**I/O nets highlighted**

Scale: 4 px per um.
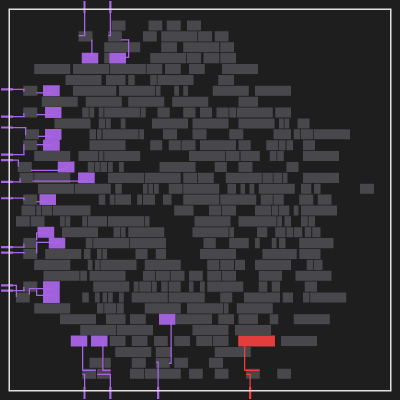
**Routed metal, one colour a layer**

Scale: 4 px per um.
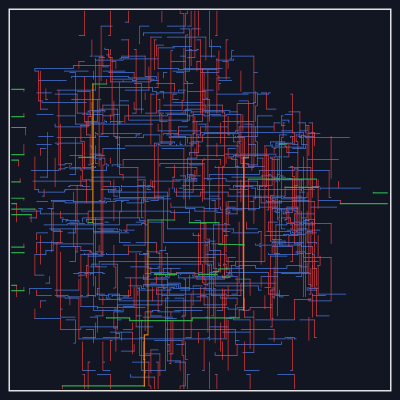
**Clock wiring as the flow saved it**

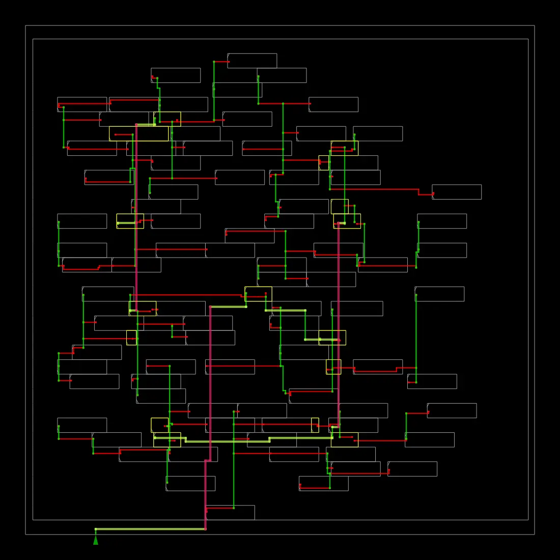
**Gate families picked out**

Scale: 4 px per um.
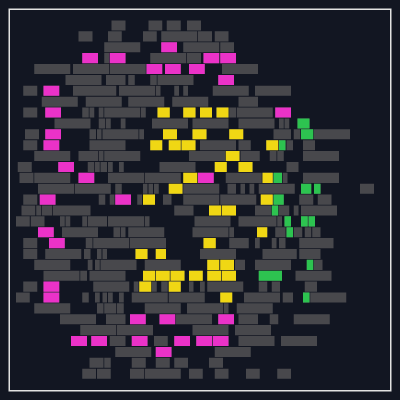
**Sequential cells coloured by netlist name**

Scale: 3 px per um. Other sequential cells in the stronger grey, the rest of the logic in the fainter grey.
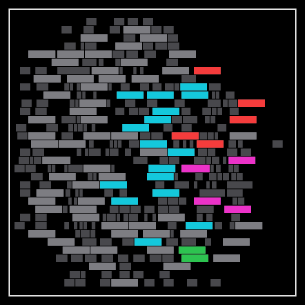
Design i2s_dac_tx, sky130hd; sources not shown.
==> deck_impl_summary.md <==
Run Summary

Run status
  • Status: finished, final reports clean

STA
  • # setup viols final: 0
  • TNS Setup: 0 ns
  • Minimum clock period: 2.82 ns
  • Unrepaired setup endpoints after global routing: no
  • Slew Viols, Final: 0
  • Endpoints failing hold: 0
  • Slew @ Worst Pin: 0.750 ns
  • Slew HR: 50.0%

Worst setup path
  • CP Depth: 1
  • Crit-path leading delay family: buffers and inverters
  • CP cell instances: clkdlybuf4s50_1
  • Flop2flop setup slack: 4.34 ns
  • Worst Path Buf+Inv: 1
  • Worst setup EP type: output pin
  • Worst Path Arrival: 1.48 ns
  • CP startpoint kind: flip-flop
  • Worst-case reg-to-reg path depth: 4
  • Worst path required time: 5.11 ns
  • Max Fanout on Critical Path: 2
  • CP Class: flip-flop to output pin

Clock network
  • Post-CTS Resized: 0
  • Cts hold-fix bufs: 0
  • Latency at later pin: 0.35 ns
  • Clock tree buffer depth: 2
  • Setup Buffers After CTS: 0
  • H-tree depth: 3
  • Clock input transition at the sequential cells of the worst setup and hold paths: 0.09 ns
  • Root buf cell: clkbuf_8

Global route
  • First-pass GRT wire length: 11,200 um
  • Met2 Usage GRT: 25.7%
  • Vias in the first global route: 2,274
  • M3 GR Usage: 4.19%
  • Most Crowded Layer GR: met2
  • Met1 usage: 22.0%
  • Largest net degree at the start of global routing: 85

Final layout
  • Logic area: 1260 um^2
  • Layout cell share with drive strength beyond 1: 19.6%
  • Final non-clock buffer share: 10.3%
  • Comb gates: 169
  • Final cell utilization of the core: 49.9%
  • Layout fillers: 723
  • Largest cell class by area: registers
  • Fraction of area in registers: 50.8%
  • Inverters, non-clock: 5
  • Clk tree area frac: 4.65%
  • Fin nets: 350
  • Diode count: 0
  • Non-clock buffer count: 43

Synthesis
  • Syn Inst Count: 272
  • FFs w/ async S/R, synth: 100%
  • Synth Net Count: 310
  • Post-synth cell types: 42
  • Mapped cell area: 3460 um^2
  • Sequential fraction of the synthesis area: 60.8%
  • Post-synth EDFFs: 0
  • Yosys chip area: 3460 um^2
  • Ys Warns: 0
  • Avg Cell Area, Syn: 12.7 um^2
  • Most common reg cell: dfrtp_1

Power
  • Clock group total power: 0.367 mW
  • Biggest consumer: sequential cells
  • PwrDens: 338 nW/um^2
  • Combinational Power: 0.257 mW
  • Leakage: 1.82 nW
  • Seq pwr share: 55.4%
  • Combinational fraction of design power: 18.4%
  • Total power: 1.40 mW
  • Clock share of power: 26.2%
  • Switching Share: 28.0%
  • Int Pwr: 1.01 mW

Floorplanning
  • Total core area: 8300 um^2
  • Core Util at FP: 41.7%
  • Placement Rows: 33
  • Die ar.: 9030 um^2

Routing
  • Wl on met1: 2960 um
  • DR WL met2: 3080 um
  • Starting DRT DRC Count: 110
  • Routed vias/inst: 5.34
  • Detail Route Antenna Nets: 0
  • DR WL/cell: 15.0 um
  • Remaining DRCs: 0
  • DRT Wirelength: 6350 um
  • Highest routing layer actually used: met4

Place
  • Detail Placement HPWL: 4170 um
  • Placer Congestion: 0.770

Worst hold path
  • Hold path depth: 0
  • Tightest Hold Check Type: flip-flop to flip-flop

Job
  • Tool warnings: 26
  • Max-cap violations: 0
Notes on 'I/O nets highlighted' above:
colour	port	bits	direction	edge	end cells	wire
purple	sample_right	16	input	11 west, 3 south, 2 north	16	185 um
red	daclrc	1	input	south	1	15.3 um
I/O Pins: 41
PortBufs: 40

Notes on 'routed metal, one colour a layer' above:
colour	layer	wire length
green	M3	185 um
red	M2	3,080 um
orange	M4	115 um
blue	M1	2,960 um
Vias: 2,253
GRT Overall Usage: 16.6%

Notes on 'clock wiring as the flow saved it' above:
Num CTS Buffers: 9
clk sink count: 84
Seq cells: 84
clock buf count: 10

Notes on 'gate families picked out' above:
colour	family	cells
magenta	mux cells	33
green	aoi and oai cells	15
yellow	non-inverting ao/oa cells	36
non-filler instance count after layout: 422
multi-input gate share of total cell area: 30.6%
Commonest Layout Cell: dfrtp_1

Notes on 'sequential cells coloured by netlist name' above:
colour	name in the netlist	flops
green	u_lrc_sync.sync_q	2
magenta	state_q	4
cyan	shreg_q	16
red	cnt_q	5
not coloured	57
P_seq: 0.775 mW
Storage cell area: 2100 um^2

## placed cells by master (no fill, tap or decap), drive strengths merged, types with 2 or more instances in the layout
master / count
dfrtp: 82
clkdlybuf4s50: 40
nand2: 38
mux2: 33
nand3: 20
a22o: 16
a221o: 15
clkbuf: 10
nor2: 9
o21ai: 7
clkinv: 5
nand2b: 4
inv: 4
a21oi: 3
nor4b: 3
o21a: 3
buf: 3
o2bb2ai: 2
nor3: 2
dfstp: 2
## cell usage after synthesis, types with 2 or more instances
master	count	share of area, %
a21oi_1	3	0.43
a221o_1	15	4.3
a22o_1	16	4.1
buf_1	5	0.54
buf_2	3	0.43
buf_6	2	0.65
clkbuf_1	4	0.43
dfrtp_1	82	59
dfstp_2	2	1.5
inv_1	4	0.43
mux2_2	32	10
nand2_1	38	4.1
nand2b_1	4	0.72
nand3_1	20	2.9
nor2_1	6	0.65
nor2_2	2	0.36
nor3_1	2	0.29
nor4b_4	2	1.4
o21a_1	2	0.43
o21ai_0	5	0.72
o2bb2ai_1	2	0.51
## metrics by stage
stage / area (um^2) / setup slack (ns) / hold WS, ns / cells
global route: 4140 / 3.59 / 0.331 / 422
global placement: 3940 / 3.74 / 0.294 / 406
CTS: 4140 / 3.61 / 0.317 / 422
floorplan: 3460 / 2.95 / 0.281 / 272
detailed placement: 3940 / 3.73 / 0.286 / 406
finish: 4140 / 3.63 / 0.313 / 422
## cells by family after synthesis
logic type / Yosys count / share of synthesized area, %
flip-flops: 84 / 60.8
AND/OR/NAND/NOR: 82 / 12.5
AND-OR/OR-AND: 51 / 12.4
multiplexers: 33 / 10.7
buffers and inverters: 19 / 2.60
XOR/XNOR: 2 / 0.506
adder cells (fa/ha/maj): 1 / 0.362
Power and IR drop assume default switching activity.
